[config.mk]
export PLATFORM = sky130hd
export DESIGN_NAME = max_unpool_stream_flat
export DESIGN_NICKNAME = d
export VERILOG_FILES = /design/src/rtl/max_unpool_stream_pkg.sv /design/src/rtl/max_unpool_stream_if.sv /design/src/rtl/max_unpool_stream_row_buf.sv /design/src/rtl/max_unpool_stream.sv /design/src/flat_wrapper.sv
export SDC_FILE = /design/constraint.sdc
export NUM_CORES = 1
export LEC_CHECK = 0
export CAP_MARGIN = 20
export CORE_MARGIN = 4
export CORE_UTILIZATION = 48
export CTS_CLUSTER_SIZE = 24
export DETAILED_ROUTE_END_ITERATION = 8
export GPL_TIMING_DRIVEN = 0
export PLACE_DENSITY_LB_ADDON = 0.08
export RECOVER_POWER = 50
export SLEW_MARGIN = 25
export SYNTH_ARGS = -nofsm -noshare
export SYNTH_HDL_FRONTEND = slang
export SYNTH_SLANG_ARGS = --single-unit
[constraint.sdc]
create_clock -name clk -period 5 [get_ports clk]
set_input_delay 1 -clock clk [delete_from_list [all_inputs] [get_ports clk]]
set_output_delay 1 -clock clk [all_outputs]
set_load 0.05 [all_outputs]
[src/rtl/max_unpool_stream_pkg.sv]
`default_nettype none
// ============================================================================
// Module   : lenet_pool_pkg
// Brief    : Shared pooling/unpooling types, default sizes and argmax codes.
// Revision : 1.0
// ============================================================================
package lenet_pool_pkg;

    localparam int BITWIDTH = 8;
    localparam int IN_DIM   = 14;
    localparam int CHANNELS = 2;

    typedef logic signed [BITWIDTH-1:0] pixel_t;
    typedef logic [1:0]                 idx_t;

    typedef enum logic [0:0] {
        FILL   = 1'b0,
        REPEAT = 1'b1
    } unpool_state_e;

    // Argmax position inside a 2x2 window, as produced by the max-pool stage.
    localparam idx_t IDX_TL = 2'd0;
    localparam idx_t IDX_BL = 2'd1;
    localparam idx_t IDX_TR = 2'd2;
    localparam idx_t IDX_BR = 2'd3;

    function automatic int clog2_min1(input int n);
        return (n <= 1) ? 1 : $clog2(n);
    endfunction

endpackage
`default_nettype wire

[src/rtl/max_unpool_stream_if.sv]
`default_nettype none
// ============================================================================
// Module   : max_unpool_stream_if
// Brief    : Pooled-pixel input stream and upsampled output stream bundle.
//            UNPOOL_INDEX_EN adds the argmax index lane on the input side.
// Revision : 1.0
// ============================================================================
interface max_unpool_stream_if #(
    parameter int BITWIDTH = lenet_pool_pkg::BITWIDTH
);
    logic                       in_valid;
    logic                       in_ready;
    logic signed [BITWIDTH-1:0] in_data;
`ifdef UNPOOL_INDEX_EN
    logic [1:0]                 in_idx;
`endif
    logic                       out_valid;
    logic                       out_ready;
    logic signed [BITWIDTH-1:0] out_data;
    logic                       out_eol;
    logic                       out_eoc;
    logic                       out_eof;

`ifdef UNPOOL_INDEX_EN
    modport master (
        output in_valid, in_data, in_idx, out_ready,
        input  in_ready, out_valid, out_data, out_eol, out_eoc, out_eof
    );
    modport slave (
        input  in_valid, in_data, in_idx, out_ready,
        output in_ready, out_valid, out_data, out_eol, out_eoc, out_eof
    );
`else
    modport master (
        output in_valid, in_data, out_ready,
        input  in_ready, out_valid, out_data, out_eol, out_eoc, out_eof
    );
    modport slave (
        input  in_valid, in_data, out_ready,
        output in_ready, out_valid, out_data, out_eol, out_eoc, out_eof
    );
`endif
endinterface
`default_nettype wire

[src/rtl/max_unpool_stream_row_buf.sv]
`default_nettype none
// ============================================================================
// Module   : unpool_row_buf
// Brief    : One pooled row of pixels (plus argmax index under UNPOOL_INDEX_EN),
//            written while the even output row streams, read for the odd row.
// Revision : 1.0
// ============================================================================
module unpool_row_buf #(
    parameter int BITWIDTH = lenet_pool_pkg::BITWIDTH,
    parameter int IN_DIM   = lenet_pool_pkg::IN_DIM,
    parameter int ADDR_W   = lenet_pool_pkg::clog2_min1(IN_DIM)
) (
    input  wire logic                clk,
    input  wire logic                wr_en_i,
    input  wire logic [ADDR_W-1:0]   wr_addr_i,
    input  wire logic [BITWIDTH-1:0] wr_data_i,
`ifdef UNPOOL_INDEX_EN
    input  wire logic [1:0]          wr_idx_i,
    output logic [1:0]               rd_idx_o,
`endif
    input  wire logic [ADDR_W-1:0]   rd_addr_i,
    output logic [BITWIDTH-1:0]      rd_data_o
);
    import lenet_pool_pkg::*;

    // Contents are don't-care after reset, so the array carries no reset.
    logic [BITWIDTH-1:0] data_q [IN_DIM];

    always_ff @(posedge clk) begin
        if (wr_en_i) begin
            data_q[wr_addr_i] <= wr_data_i;
        end
    end

    assign rd_data_o = data_q[rd_addr_i];

`ifdef UNPOOL_INDEX_EN
    idx_t idx_q [IN_DIM];

    always_ff @(posedge clk) begin
        if (wr_en_i) begin
            idx_q[wr_addr_i] <= wr_idx_i;
        end
    end

    assign rd_idx_o = idx_q[rd_addr_i];
`endif

endmodule
`default_nettype wire

[src/rtl/max_unpool_stream.sv]
`default_nettype none
// ============================================================================
// Module   : max_unpool_stream
// Brief    : Streaming 2x2 unpool: each pooled row is emitted twice horizontally
//            (even row, live) then replayed from a row buffer (odd row).
//            UNPOOL_INDEX_EN selects true max-unpool (value at argmax only).
// Revision : 1.0
// ============================================================================
module max_unpool_stream #(
    parameter int BITWIDTH = lenet_pool_pkg::BITWIDTH,
    parameter int IN_DIM   = lenet_pool_pkg::IN_DIM,
    parameter int CHANNELS = lenet_pool_pkg::CHANNELS
) (
    input  wire logic           clk,
    input  wire logic           rst_n,
    max_unpool_stream_if.slave  stream
);
    import lenet_pool_pkg::*;

    localparam int COL_W = clog2_min1(IN_DIM);
    localparam int CH_W  = clog2_min1(CHANNELS);

    localparam logic [COL_W-1:0] LAST_COL = COL_W'(IN_DIM - 1);
    localparam logic [COL_W-1:0] LAST_ROW = COL_W'(IN_DIM - 1);
    localparam logic [CH_W-1:0]  LAST_CH  = CH_W'(CHANNELS - 1);

    unpool_state_e         state_q, state_d;
    logic                  run_q;
    logic                  out_valid_q, out_valid_d;
    logic                  phase_q, phase_d;
    logic [COL_W-1:0]      out_col_q, out_col_d;
    logic [COL_W-1:0]      in_col_q, in_col_d;
    logic [COL_W-1:0]      row_q, row_d;
    logic [CH_W-1:0]       ch_q, ch_d;
    logic [BITWIDTH-1:0]   pix_q, pix_d;
    logic [BITWIDTH-1:0]   buf_pix;

    logic                  in_ready;
    logic                  in_fire;
    logic                  out_fire;
    logic                  is_repeat;
    logic                  row_end_beat;
    logic [BITWIDTH-1:0]   src_pix;
    logic [BITWIDTH-1:0]   out_data;

`ifdef UNPOOL_INDEX_EN
    logic [1:0]            idx_q, idx_d;
    logic [1:0]            buf_idx;
    logic [1:0]            src_idx;
`endif

    assign is_repeat    = (state_q == REPEAT);
    assign row_end_beat = phase_q && (out_col_q == LAST_COL);
    assign out_fire     = out_valid_q && stream.out_ready;

    // A new pixel may enter while the phase-1 beat leaves, except on the last
    // column where the odd row must be replayed first.
    assign in_ready = run_q && !is_repeat &&
                      (!out_valid_q || (phase_q && stream.out_ready && (out_col_q != LAST_COL)));
    assign in_fire  = stream.in_valid && in_ready;

    unpool_row_buf #(
        .BITWIDTH (BITWIDTH),
        .IN_DIM   (IN_DIM),
        .ADDR_W   (COL_W)
    ) u_row_buf (
        .clk       (clk),
        .wr_en_i   (in_fire),
        .wr_addr_i (in_col_q),
        .wr_data_i (stream.in_data),
`ifdef UNPOOL_INDEX_EN
        .wr_idx_i  (stream.in_idx),
        .rd_idx_o  (buf_idx),
`endif
        .rd_addr_i (out_col_q),
        .rd_data_o (buf_pix)
    );

    always_ff @(posedge clk or negedge rst_n) begin
        if (!rst_n) begin
            state_q     <= FILL;
            run_q       <= 1'b0;
            out_valid_q <= 1'b0;
            phase_q     <= 1'b0;
            out_col_q   <= '0;
            in_col_q    <= '0;
            row_q       <= '0;
            ch_q        <= '0;
            pix_q       <= '0;
`ifdef UNPOOL_INDEX_EN
            idx_q       <= '0;
`endif
        end else begin
            state_q     <= state_d;
            run_q       <= 1'b1;
            out_valid_q <= out_valid_d;
            phase_q     <= phase_d;
            out_col_q   <= out_col_d;
            in_col_q    <= in_col_d;
            row_q       <= row_d;
            ch_q        <= ch_d;
            pix_q       <= pix_d;
`ifdef UNPOOL_INDEX_EN
            idx_q       <= idx_d;
`endif
        end
    end

    always_comb begin
        state_d     = state_q;
        out_valid_d = out_valid_q;
        phase_d     = phase_q;
        out_col_d   = out_col_q;
        in_col_d    = in_col_q;
        row_d       = row_q;
        ch_d        = ch_q;
        pix_d       = pix_q;
`ifdef UNPOOL_INDEX_EN
        idx_d       = idx_q;
`endif
        case (state_q)
            FILL: begin
                if (out_fire) begin
                    phase_d = ~phase_q;
                    if (row_end_beat) begin
                        state_d   = REPEAT;
                        out_col_d = '0;
                    end else if (phase_q) begin
                        out_valid_d = 1'b0;
                    end
                end
                if (in_fire) begin
                    out_valid_d = 1'b1;
                    phase_d     = 1'b0;
                    pix_d       = stream.in_data;
                    out_col_d   = in_col_q;
                    in_col_d    = (in_col_q == LAST_COL) ? '0 : in_col_q + COL_W'(1);
`ifdef UNPOOL_INDEX_EN
                    idx_d       = stream.in_idx;
`endif
                end
            end
            REPEAT: begin
                if (out_fire) begin
                    phase_d = ~phase_q;
                    if (row_end_beat) begin
                        state_d     = FILL;
                        out_valid_d = 1'b0;
                        out_col_d   = '0;
                        if (row_q == LAST_ROW) begin
                            row_d = '0;
                            ch_d  = (ch_q == LAST_CH) ? '0 : ch_q + CH_W'(1);
                        end else begin
                            row_d = row_q + COL_W'(1);
                        end
                    end else if (phase_q) begin
                        out_col_d = out_col_q + COL_W'(1);
                    end
                end
            end
            default: state_d = FILL;
        endcase
    end

    assign src_pix = is_repeat ? buf_pix : pix_q;

`ifdef UNPOOL_INDEX_EN
    // The idx code is {column bit, row bit} of the window, matching {phase, odd row}.
    assign src_idx  = is_repeat ? buf_idx : idx_q;
    assign out_data = (src_idx == {phase_q, is_repeat}) ? src_pix : '0;
`else
    assign out_data = src_pix;
`endif

    assign stream.in_ready  = in_ready;
    assign stream.out_valid = out_valid_q;
    assign stream.out_data  = out_data;
    assign stream.out_eol   = out_valid_q && row_end_beat;
    assign stream.out_eoc   = out_valid_q && row_end_beat && is_repeat && (row_q == LAST_ROW);
    assign stream.out_eof   = out_valid_q && row_end_beat && is_repeat && (row_q == LAST_ROW) &&
                              (ch_q == LAST_CH);

endmodule
`default_nettype wire

[src/flat_wrapper.sv]
// flat-port wrapper written by rule: the top's interface ports become plain ports
module max_unpool_stream_flat import lenet_pool_pkg::*;
#(
    parameter int BITWIDTH = lenet_pool_pkg::BITWIDTH,
    parameter int IN_DIM   = lenet_pool_pkg::IN_DIM,
    parameter int CHANNELS = lenet_pool_pkg::CHANNELS
)
  (clk, rst_n, stream_in_valid, stream_in_data, stream_out_ready, stream_in_ready, stream_out_valid, stream_out_data, stream_out_eol, stream_out_eoc, stream_out_eof);
  max_unpool_stream_if #(.BITWIDTH(BITWIDTH)) stream_i ();
  input  wire logic clk;
  input  wire logic rst_n;
  input wire logic [$bits(stream_i.in_valid)-1:0] stream_in_valid;
  input wire logic [$bits(stream_i.in_data)-1:0] stream_in_data;
  input wire logic [$bits(stream_i.out_ready)-1:0] stream_out_ready;
  output wire logic [$bits(stream_i.in_ready)-1:0] stream_in_ready;
  output wire logic [$bits(stream_i.out_valid)-1:0] stream_out_valid;
  output wire logic [$bits(stream_i.out_data)-1:0] stream_out_data;
  output wire logic [$bits(stream_i.out_eol)-1:0] stream_out_eol;
  output wire logic [$bits(stream_i.out_eoc)-1:0] stream_out_eoc;
  output wire logic [$bits(stream_i.out_eof)-1:0] stream_out_eof;
  assign stream_i.in_valid = stream_in_valid;
  assign stream_i.in_data = stream_in_data;
  assign stream_i.out_ready = stream_out_ready;
  assign stream_in_ready = stream_i.in_ready;
  assign stream_out_valid = stream_i.out_valid;
  assign stream_out_data = stream_i.out_data;
  assign stream_out_eol = stream_i.out_eol;
  assign stream_out_eoc = stream_i.out_eoc;
  assign stream_out_eof = stream_i.out_eof;
  max_unpool_stream #(.BITWIDTH(BITWIDTH), .IN_DIM(IN_DIM), .CHANNELS(CHANNELS)) u_core (.clk(clk), .rst_n(rst_n), .stream(stream_i));
endmodule
==> flow_metrics.env <==
# source this file to load flow results
export IMPL_ys_area_mm2=0.00575
export IMPL_grt_pass1_vias=3273
export IMPL_io_pins=25
export IMPL_status="completed"
export IMPL_crit_buf_inv=4
export IMPL_floorplan_nets=367
export IMPL_vias=3165
export IMPL_cts_hold_buf=0
export IMPL_h_tree_depth=4
export IMPL_criticalPathCategory="flip-flop to output port"
export IMPL_edf_count=112
export IMPL_post_cts_buffers=0
export IMPL_irDropWorstVdd_mv=0.364
export IMPL_clock_sinks=137
export IMPL_warning_count=27
export IMPL_gp_congestion=0.785
export IMPL_antenna_left=0
export IMPL_dp_hpwl_um=7890
export IMPL_stdcell_area_mm2=0.00681
export IMPL_slew_violations=0
export IMPL_core_area_mm2=0.0116
export IMPL_power_frac_seq_pct=37.7
export IMPL_p_int_mw=2.55
export IMPL_worst_slew_pin_slew_ns=1.48
export IMPL_min_path_type="flip-flop to flip-flop"
export IMPL_fin_nets=414
export IMPL_synth_stat_cells=353
export IMPL_reg2reg_depth=10
export IMPL_cp_cell_sequence="buf_2, clkbuf_1, inv_1, ha_1, nand3_4, nor4_1, and2_1, clkdlybuf4s50_1"
export IMPL_dieArea_mm2=0.0138
export IMPL_antenna_cells=0
export IMPL_routedWlPerCell_um=21.5
export IMPL_path_clk_slew_ns=0.06
export IMPL_grt_max_degree=26
export IMPL_place_inst=524
export IMPL_final_cell_mix="edfxtp_1, nand2_1, dfrtp_1"
export IMPL_clk_latency_ns=0.41
export IMPL_p_sw_share_pct=30.7
export IMPL_cpMaxStageDelayCell="clkdlybuf4s50_1"
export IMPL_crit_family="buffers and inverters"
export IMPL_fin_crit_sh_pct=87.4
export IMPL_power_frac_comb_pct=28.7
==> stage by stage <==
step | hold slack [ns] | setup slack, ns | total power [mW]
after floorplan | 0.437 | 0.609 | 2.17
after global placement | 0.456 | 0.968 | 2.45
after detailed placement | 0.457 | 1.16 | 2.48
after CTS | 0.467 | 0.768 | 3.71
after global routing | 0.495 | 0.397 | 3.84
final | 0.467 | 0.630 | 3.68
==> power groups by stage <==
stage	Sequential [mW]	Clock, mW	Combinational [mW]
4_1_cts	1.39	1.25	1.07
6_report	1.39	1.23	1.05
5_1_grt	1.40	1.30	1.14
3_3_place_gp	1.41	0	1.04
3_5_place_dp	1.41	0	1.07
2_1_floorplan	1.41	0	0.757
==> cell families after synthesis <==
group | share of synthesized area, %
simple gates | 7.90
flops | 69.4
fa+ha+maj | 0.435
mux | 11.7
compound gates | 6.16
other cells | 0.0652
buf+inv | 3.44
xor+xnor | 0.914
==> synth_stat cells (all sizes together), types with 5 or more instances <==
library cell  count  area [um^2]
edfxtp          112         3360
nand2            30          115
dfrtp            25          626
mux2i            20          200
mux4             18          413
buf              17          138
o22ai            14         87.6
inv              13         48.8
o21ai            13         65.1
nor2             10         37.5
nand3             9         57.6
nor3              8         50.1
a211oi            7         57.6
mux2              5         60.1
xnor2             5         43.8
==> state kept, by name (all words and copies together), names as in the netlist <==
register                 count
u_core.in_col_q              4
u_core.row_q                 4
u_core.run_q                 1
u_core.is_repeat             1
u_core.out_col_q             4
u_core.pix_q                 8
u_core.ch_q                  1
u_core.phase_q               1
u_core.stream.out_valid      1
u_core.u_row_buf.data_q    112
==> metal layers <==
layer | routed length [um] | track usage (%) | vias up
met5 | 0 | 0 | -
met4 | 135 | 5.79 | 0
met3 | 658 | 5.10 | 12
met2 | 5640 | 28.3 | 81
met1 | 5550 | 26.0 | 1601
li1 | - | - | 1471
==> final timing paths <==
path | from | endpoint | slack [ns]
worst min-delay path | u_core.ch_q$_DFFE_PN0P_ | u_core.ch_q$_DFFE_PN0P_ | 0.47
max in group asynchronous | rst_n | u_core.in_col_q[2]$_DFFE_PN0P_ | 3.20
min in group asynchronous | rst_n | u_core.row_q[1]$_DFFE_PN0P_ | 0.94
worst max-delay path | u_core.out_col_q[1]$_DFFE_PN0P_ | stream_out_eof | 0.63
worst min register to register | u_core.ch_q$_DFFE_PN0P_ | u_core.ch_q$_DFFE_PN0P_ | 0.47
worst max register to register | u_core.out_col_q[1]$_DFFE_PN0P_ | u_core.u_row_buf.data_q[9][6]$_DFFE_PP_ | 1.31
==> worst register-to-register path: stages, from the launching register on <==
cell      delay (ns)
dfrtp_1         0.34
buf_2           0.29
clkbuf_1        0.56
inv_1           0.24
ha_1            0.32
nand4_4         0.14
and4b_1         0.20
buf_4           0.19
buf_6           0.17
nand3_1         0.12
nor3_2          0.74
==> final cells by class <==
cell class / count / area [um^2] / area share, %
Buffer: 20 / 148 / 2.17
Inverter: 13 / 48.8 / 0.717
Tap cell: 143 / 179 / 2.63
Clock buffer: 19 / 433 / 6.36
Timing Repair Buffer: 28 / 262 / 3.84
Multi-Input combinational cell: 183 / 1600 / 23.5
Sequential cell: 137 / 3990 / 58.6
Clock inverter: 13 / 154 / 2.26
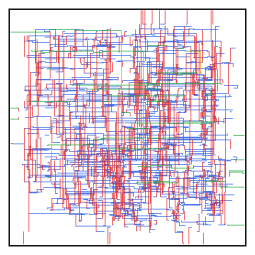
Fig. 1. Routed metal, one color a layer.
(2 px per um)
[M2] red | wire length: 5,640 um
[M1] blue | wire length: 5,550 um
[M3] green | wire length: 658 um
[M4] orange | wire length: 136 um

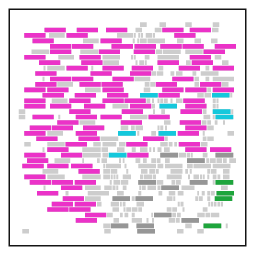
Fig. 2. Sequential cells colored by netlist name.
(2 px per um)
[u_core.u_row_buf.data_q] magenta | flops: 112
[u_core.pix_q] cyan | flops: 8
[u_core.row_q] green | flops: 4 | where: bottom right
not colored: 13
fin util: 58.9%
Seq/total area: 58.6%
Reg area: 0.00399 mm^2

Power is estimated from default activity; no workload was simulated.
